===== src/rtl/adc_pipe_pkg.sv =====
// -----------------------------------------------------------------------------
// adc_pipe_pkg
// Shared definitions for the pipelined-ADC stage-decision stimulus generator:
// one-hot 1.5-bit digit encodings, the code width, the generator FSM state
// type and the two code -> (d1, d2, d3) decomposition tables.
// The alternate table is only selected by the top when ADC_PIPE_ALT_DECOMP_EN
// is defined.
// -----------------------------------------------------------------------------
package adc_pipe_pkg;

  localparam int CODE_W = 3;

  // One-hot stage digits: +2, +1 and 0.
  localparam logic [2:0] DIG_P2 = 3'b100;
  localparam logic [2:0] DIG_P1 = 3'b001;
  localparam logic [2:0] DIG_Z  = 3'b010;

  typedef enum logic [1:0] {
    ST_IDLE  = 2'd0,
    ST_RUN   = 2'd1,
    ST_FLUSH = 2'd2
  } state_e;

  typedef struct packed {
    logic [2:0] d1;
    logic [2:0] d2;
    logic       d3;
  } decomp_t;

  // Canonical decomposition: non-redundant digits, D = 2*b1 + b2 + b3.
  function automatic decomp_t canon_decomp(input logic [CODE_W-1:0] code);
    decomp_t r;
    case (code)
      3'd0:    r = '{d1: DIG_Z,  d2: DIG_Z,  d3: 1'b0};
      3'd1:    r = '{d1: DIG_Z,  d2: DIG_P1, d3: 1'b0};
      3'd2:    r = '{d1: DIG_P1, d2: DIG_Z,  d3: 1'b0};
      3'd3:    r = '{d1: DIG_P1, d2: DIG_P1, d3: 1'b0};
      3'd4:    r = '{d1: DIG_P1, d2: DIG_P1, d3: 1'b1};
      3'd5:    r = '{d1: DIG_P1, d2: DIG_P2, d3: 1'b1};
      3'd6:    r = '{d1: DIG_P2, d2: DIG_P1, d3: 1'b1};
      3'd7:    r = '{d1: DIG_P2, d2: DIG_P2, d3: 1'b1};
      default: r = '{d1: DIG_Z,  d2: DIG_Z,  d3: 1'b0};
    endcase
    return r;
  endfunction

  // Alternate decomposition: only digits 0 and 2 in the first two stages, so
  // the encoder's overlap (redundancy) correction path is exercised.
  function automatic decomp_t alt_decomp(input logic [CODE_W-1:0] code);
    decomp_t r;
    case (code)
      3'd0:    r = '{d1: DIG_Z,  d2: DIG_Z,  d3: 1'b0};
      3'd1:    r = '{d1: DIG_Z,  d2: DIG_Z,  d3: 1'b1};
      3'd2:    r = '{d1: DIG_Z,  d2: DIG_P2, d3: 1'b0};
      3'd3:    r = '{d1: DIG_Z,  d2: DIG_P2, d3: 1'b1};
      3'd4:    r = '{d1: DIG_P2, d2: DIG_Z,  d3: 1'b0};
      3'd5:    r = '{d1: DIG_P2, d2: DIG_Z,  d3: 1'b1};
      3'd6:    r = '{d1: DIG_P2, d2: DIG_P2, d3: 1'b0};
      3'd7:    r = '{d1: DIG_P2, d2: DIG_P2, d3: 1'b1};
      default: r = '{d1: DIG_Z,  d2: DIG_Z,  d3: 1'b0};
    endcase
    return r;
  endfunction

endpackage


===== src/rtl/adc_pipe_stage_delay.sv =====
// -----------------------------------------------------------------------------
// adc_pipe_stage_delay
// Fixed-depth shift register carrying a data word plus a valid bit. A slot
// entered without valid (a bubble) is loaded with RST_VAL, so bubbles show up
// downstream as the idle/zero value.
// Ports:
//   clk_i     in   clock
//   reset_ni  in   asynchronous active-low reset (all slots -> RST_VAL, invalid)
//   data_i    in   WIDTH  word entering the line
//   valid_i   in   1      word entering the line is a real sample
//   data_o    out  WIDTH  word DEPTH cycles later (registered)
//   valid_o   out  1      valid DEPTH cycles later (registered)
// -----------------------------------------------------------------------------
module adc_pipe_stage_delay #(
  parameter int               DEPTH   = 1,
  parameter int               WIDTH   = 3,
  parameter logic [WIDTH-1:0] RST_VAL = '0
) (
  input  logic             clk_i,
  input  logic             reset_ni,
  input  logic [WIDTH-1:0] data_i,
  input  logic             valid_i,
  output logic [WIDTH-1:0] data_o,
  output logic             valid_o
);

  logic [WIDTH-1:0] data_q  [DEPTH];
  logic [WIDTH-1:0] data_d  [DEPTH];
  logic [DEPTH-1:0] valid_q;
  logic [DEPTH-1:0] valid_d;

  // Shift by one slot; bubbles enter as RST_VAL.
  always_comb begin
    data_d[0]  = valid_i ? data_i : RST_VAL;
    valid_d[0] = valid_i;
    for (int i = 1; i < DEPTH; i++) begin
      data_d[i]  = data_q[i-1];
      valid_d[i] = valid_q[i-1];
    end
  end

  // Delay-line storage.
  always_ff @(posedge clk_i or negedge reset_ni) begin
    if (!reset_ni) begin
      for (int i = 0; i < DEPTH; i++) begin
        data_q[i] <= RST_VAL;
      end
      valid_q <= '0;
    end else begin
      data_q  <= data_d;
      valid_q <= valid_d;
    end
  end

  assign data_o  = data_q[DEPTH-1];
  assign valid_o = valid_q[DEPTH-1];

endmodule


===== src/rtl/adc_pipe_stage_code_gen.sv =====
// -----------------------------------------------------------------------------
// adc_pipe_stage_code_gen
// Stimulus generator for a pipelined ADC encoder. Target 3-bit codes (stream,
// ramp or constant) are decomposed into 1.5-bit stage decisions; stage 2 and
// stage 3 are delayed by STAGE_SKEW per stage, and the expected encoder code
// follows the final stage by ENC_LAT cycles.
// Optional feature macro: ADC_PIPE_ALT_DECOMP_EN -- when defined, alt_i picks
// the redundant decomposition per issued sample; otherwise alt_i is ignored.
// Ports:
//   clk_i, reset_ni          clock, asynchronous active-low reset
//   start_i                  start pulse (IDLE only)
//   mode_i[1:0]              00 stream, 01 ramp, 10/11 constant
//   count_i[CNT_W-1:0]       samples per run, 0 = 2^CNT_W
//   code_i[2:0]              stream sample / constant value
//   code_valid_i/code_ready_o stream handshake
//   alt_i                    alternate decomposition select
//   d1_o[2:0], d2_o[2:0]     one-hot stage decisions
//   d3_o                     final-stage bit
//   exp_o[2:0], exp_valid_o  expected encoder output
//   busy_o, done_o           FSM not idle, end-of-run pulse
// -----------------------------------------------------------------------------
module adc_pipe_stage_code_gen
  import adc_pipe_pkg::*;
#(
  parameter int STAGE_SKEW = 1,
  parameter int ENC_LAT    = 1,
  parameter int CNT_W      = 8
) (
  input  logic             clk_i,
  input  logic             reset_ni,
  input  logic             start_i,
  input  logic [1:0]       mode_i,
  input  logic [CNT_W-1:0] count_i,
  input  logic [2:0]       code_i,
  input  logic             code_valid_i,
  output logic             code_ready_o,
  input  logic             alt_i,
  output logic [2:0]       d1_o,
  output logic [2:0]       d2_o,
  output logic             d3_o,
  output logic [2:0]       exp_o,
  output logic             exp_valid_o,
  output logic             busy_o,
  output logic             done_o
);

  // Cycles from the last issue until that sample has left the exp pipeline.
  localparam int              FLUSH_LEN = 1 + 2*STAGE_SKEW + ENC_LAT;
  localparam int              FLUSH_W   = $clog2(FLUSH_LEN + 1);
  localparam logic [CNT_W:0]  REM_FULL  = {1'b1, {CNT_W{1'b0}}};

  state_e               state_q, state_d;
  logic [1:0]           mode_q,  mode_d;
  logic [CODE_W-1:0]    const_q, const_d;
  logic [CODE_W-1:0]    ramp_q,  ramp_d;
  logic [CNT_W:0]       rem_q,   rem_d;
  logic [FLUSH_W-1:0]   flush_q, flush_d;
  logic                 done_q,  done_d;
  logic                 busy_q,  busy_d;
  logic                 ready_q, ready_d;

  logic                 issue_s;
  logic [CODE_W-1:0]    sample_s;
  decomp_t              dec_s;
  logic                 d1_valid_unused_s;
  logic                 d2_valid_unused_s;
  logic                 d3_valid_unused_s;

  // Select the sample issued this cycle (at most one, RUN only).
  always_comb begin
    issue_s  = 1'b0;
    sample_s = 3'd0;
    if (state_q == ST_RUN) begin
      case (mode_q)
        2'b00: begin
          issue_s  = code_valid_i & ready_q;
          sample_s = code_i;
        end
        2'b01: begin
          issue_s  = 1'b1;
          sample_s = ramp_q;
        end
        default: begin
          issue_s  = 1'b1;
          sample_s = const_q;
        end
      endcase
    end else begin
      issue_s  = 1'b0;
      sample_s = 3'd0;
    end
  end

`ifdef ADC_PIPE_ALT_DECOMP_EN
  // Decompose the issued sample; alt_i picks the redundant table.
  always_comb begin
    if (alt_i) begin
      dec_s = alt_decomp(sample_s);
    end else begin
      dec_s = canon_decomp(sample_s);
    end
  end
  assign d1_valid_unused_s = 1'b0;
`else
  // Decompose the issued sample with the canonical table only.
  always_comb begin
    dec_s = canon_decomp(sample_s);
  end
  // alt_i has no function in this build.
  assign d1_valid_unused_s = alt_i;
`endif

  // Run-control FSM next-state logic.
  always_comb begin
    state_d = state_q;
    mode_d  = mode_q;
    const_d = const_q;
    ramp_d  = ramp_q;
    rem_d   = rem_q;
    flush_d = flush_q;
    done_d  = 1'b0;
    case (state_q)
      ST_IDLE: begin
        if (start_i) begin
          state_d = ST_RUN;
          mode_d  = mode_i;
          rem_d   = (count_i == {CNT_W{1'b0}}) ? REM_FULL : {1'b0, count_i};
          ramp_d  = 3'd0;
          // Modes 10 and 11 both run as constant.
          if (mode_i[1]) begin
            const_d = code_i;
          end else begin
            const_d = const_q;
          end
        end else begin
          state_d = ST_IDLE;
        end
      end
      ST_RUN: begin
        if (issue_s) begin
          rem_d  = rem_q - {{CNT_W{1'b0}}, 1'b1};
          ramp_d = ramp_q + 3'd1;
          if (rem_q == {{CNT_W{1'b0}}, 1'b1}) begin
            state_d = ST_FLUSH;
            flush_d = '0;
          end else begin
            state_d = ST_RUN;
          end
        end else begin
          state_d = ST_RUN;
        end
      end
      ST_FLUSH: begin
        // done_o is raised while still in FLUSH, so a start_i seen alongside
        // done_o is ignored; the FSM returns to IDLE on the following edge.
        if (done_q) begin
          state_d = ST_IDLE;
        end else if (flush_q == FLUSH_W'(FLUSH_LEN - 1)) begin
          done_d = 1'b1;
        end else begin
          flush_d = flush_q + {{(FLUSH_W-1){1'b0}}, 1'b1};
        end
      end
      default: begin
        state_d = ST_IDLE;
      end
    endcase
    busy_d  = (state_d != ST_IDLE);
    ready_d = (state_d == ST_RUN) && (mode_d == 2'b00);
  end

  // Run-control state registers.
  always_ff @(posedge clk_i or negedge reset_ni) begin
    if (!reset_ni) begin
      state_q <= ST_IDLE;
      mode_q  <= 2'b00;
      const_q <= 3'd0;
      ramp_q  <= 3'd0;
      rem_q   <= '0;
      flush_q <= '0;
      done_q  <= 1'b0;
      busy_q  <= 1'b0;
      ready_q <= 1'b0;
    end else begin
      state_q <= state_d;
      mode_q  <= mode_d;
      const_q <= const_d;
      ramp_q  <= ramp_d;
      rem_q   <= rem_d;
      flush_q <= flush_d;
      done_q  <= done_d;
      busy_q  <= busy_d;
      ready_q <= ready_d;
    end
  end

  assign code_ready_o = ready_q;
  assign busy_o       = busy_q;
  assign done_o       = done_q;

  adc_pipe_stage_delay #(.DEPTH(1), .WIDTH(3), .RST_VAL(DIG_Z)) u_d1 (
    .clk_i(clk_i), .reset_ni(reset_ni), .data_i(dec_s.d1), .valid_i(issue_s),
    .data_o(d1_o), .valid_o(d2_valid_unused_s)
  );

  adc_pipe_stage_delay #(.DEPTH(1 + STAGE_SKEW), .WIDTH(3), .RST_VAL(DIG_Z)) u_d2 (
    .clk_i(clk_i), .reset_ni(reset_ni), .data_i(dec_s.d2), .valid_i(issue_s),
    .data_o(d2_o), .valid_o(d3_valid_unused_s)
  );

  adc_pipe_stage_delay #(.DEPTH(1 + 2*STAGE_SKEW), .WIDTH(1), .RST_VAL(1'b0)) u_d3 (
    .clk_i(clk_i), .reset_ni(reset_ni), .data_i(dec_s.d3), .valid_i(issue_s),
    .data_o(d3_o), .valid_o()
  );

  adc_pipe_stage_delay #(.DEPTH(1 + 2*STAGE_SKEW + ENC_LAT), .WIDTH(3), .RST_VAL(3'd0)) u_exp (
    .clk_i(clk_i), .reset_ni(reset_ni), .data_i(sample_s), .valid_i(issue_s),
    .data_o(exp_o), .valid_o(exp_valid_o)
  );

endmodule


===== config.mk =====
export PLATFORM = sky130hd
export DESIGN_NAME = adc_pipe_stage_code_gen
export DESIGN_NICKNAME = d
export VERILOG_FILES = /design/src/rtl/adc_pipe_pkg.sv /design/src/rtl/adc_pipe_stage_delay.sv /design/src/rtl/adc_pipe_stage_code_gen.sv
export SDC_FILE = /design/constraint.sdc
export NUM_CORES = 1
export LEC_CHECK = 0
export CORE_MARGIN = 1.5
export CORE_UTILIZATION = 40
export CTS_CLUSTER_DIAMETER = 50
export DETAILED_ROUTE_END_ITERATION = 7
export PLACE_DENSITY = 0.58
export SLEW_MARGIN = 15
export SYNTH_ARGS = -nofsm -noshare
export SYNTH_HDL_FRONTEND = slang
export SYNTH_SLANG_ARGS = --single-unit

===== constraint.sdc =====
create_clock -name clk_i -period 5.8 [get_ports clk_i]
set_input_delay 0.87 -clock clk_i [delete_from_list [all_inputs] [get_ports clk_i]]
set_output_delay 0.87 -clock clk_i [all_outputs]
set_load 0.005 [all_outputs]

**Congestion heat map**

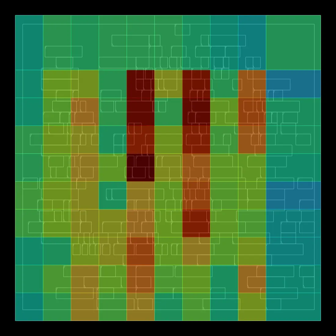
GRT Overall Usage: 0.160
WL per Instance: 13.9 um
met2 Usage GRT: 0.258

**Metal 3**

Cells faint in the background.
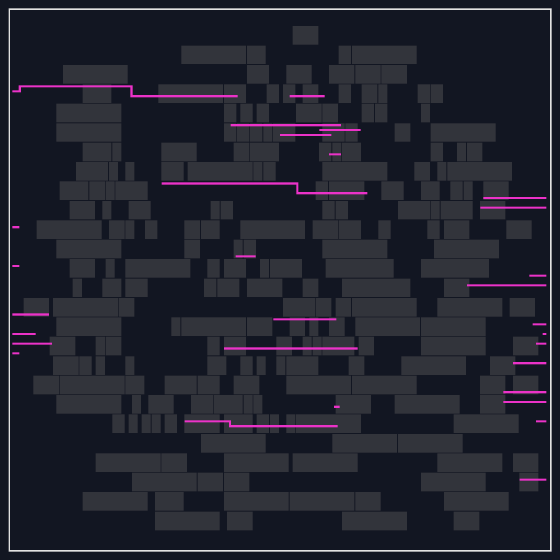
26 nets have wire on it. The wires run mostly horizontal.
Vias: 1473
met3 usage: 0.0437

**Cells by drive strength**

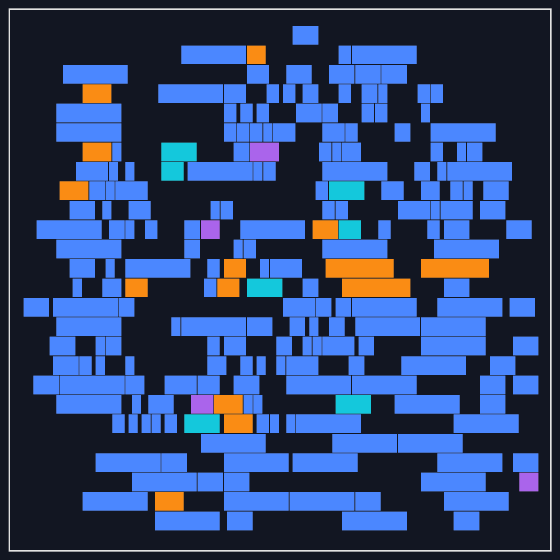
Key: orange = _2 cells [cells 14, share 6.4%]; purple = _3 and _4 cells [cells 4, share 1.8%]; cyan = _6 and larger [cells 7, share 3.2%]; blue = _0 and _1 cells [cells 195, share 89%]

==> results.json <==
{
  "logic_family": "simple AND/OR/NAND/NOR gates",
  "antenna_cells": 0,
  "final_cell_mix": "dfrtp_1 (47), clkdlybuf4s50_1 (29), nand2_1 (15)",
  "min_from": "u_exp.valid_q[2]",
  "largest_reg_flops": 9,
  "crit_fanout": 5,
  "required_ns": 6.00,
  "hold-worst-slack_ns": 0.353,
  "root_buffer": "clkbuf_8",
  "sh_comb_area": 0.310,
  "clkTransAtPathRegs_ns": 0.09,
  "seq_share": 0.488,
  "drc": 0,
  "ys_sh_simple": 0.154,
  "die_width_um": 75.6,
  "p_per_area_nw_per_um2": 521,
  "dr_wl_met2_um": 1990,
  "status": "complete, no violations",
  "place_hpwl_um": 2780,
  "finalWorstSetupSlack_ns": 3.46,
  "yosysCellCount": 188,
  "cp.buffers_inverters": 1,
  "inverters_excl_clock": 8,
  "peakVddDrop_v": 0.000217,
  "ant_nets": 0,
  "maxCapViolCount": 0,
  "ctsHoldBuffers": 0,
  "clkbuf_count": 5,
  "wl_met1_um": 1790,
  "warning_count": 30,
  "flops": 50,
  "cts_tree": "done",
  "slew_viol_final": 0,
  "dpl-instance-area_um2": 2470,
  "hold_path_end": "u_exp.valid_q[3]",
  "portBuffers": 30,
  "fin_tns_setup_ns": 0,
  "regArea_um2": 1250,
  "yosysUniqueCellTypes": 38,
  "syn_avg_cell_area_um2": 11.2,
  "yosys-top-cells-count": "dfrtp_1 (47), nand2_1 (15), a21oi_1 (14), nor2_1 (14), o21ai_0 (12)",
  "reg2reg_depth": 4,
  "final_cell_area_um2": 2570,
  "cts_setup_buffers": 0,
  "comb-power_mw": 0.535,
  "yosys_area_um2": 2110,
  "timing.final.crit_share": 0.403,
  "rows": 26,
  "worst_pin_slew_ns": 0.743,
  "grt-busiest-layer": "met2",
  "cp-end-kind": "flop",
  "synthFlopType": "dfrtp_1",
  "relSlewSlack": 0.505,
  "start_kind": "input pin",
  "die_area_um2": 5720,
  "crit_slowest_cell": "nor3b_1",
  "final-comb-area_um2": 798,
  "dr.pass1.iters": 7,
  "power_leakage_nw": 1.16
}
**Gate-type map**

Scale bar: 20 um.
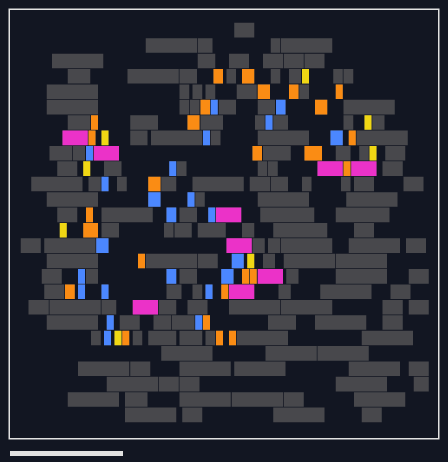
Key: blue = NAND gates [cells 23, most used nand2_1]; orange = NOR gates [cells 26, most used nor2_1]; magenta = adder and majority cells [cells 9, most used ha_1]; yellow = inverters [cells 8, most used inv_1]
most frequent logic cell in the layout: dfrtp_1
non-filler cells, final: 290

**Clock distribution**

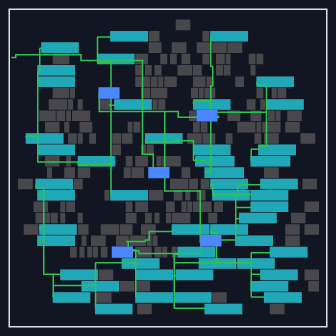
Key: cyan = flip-flops [count 50]; blue = clock drivers [count 5]; green = clock wires [length 572 um]
There are 6 routed clock nets. Position of the flops: all over the die.
clk_lat worst skew: 0.31 ns
Clock power frac: 0.157
Clock Skew: 0.00479 ns

Power is estimated from default activity; no workload was simulated.
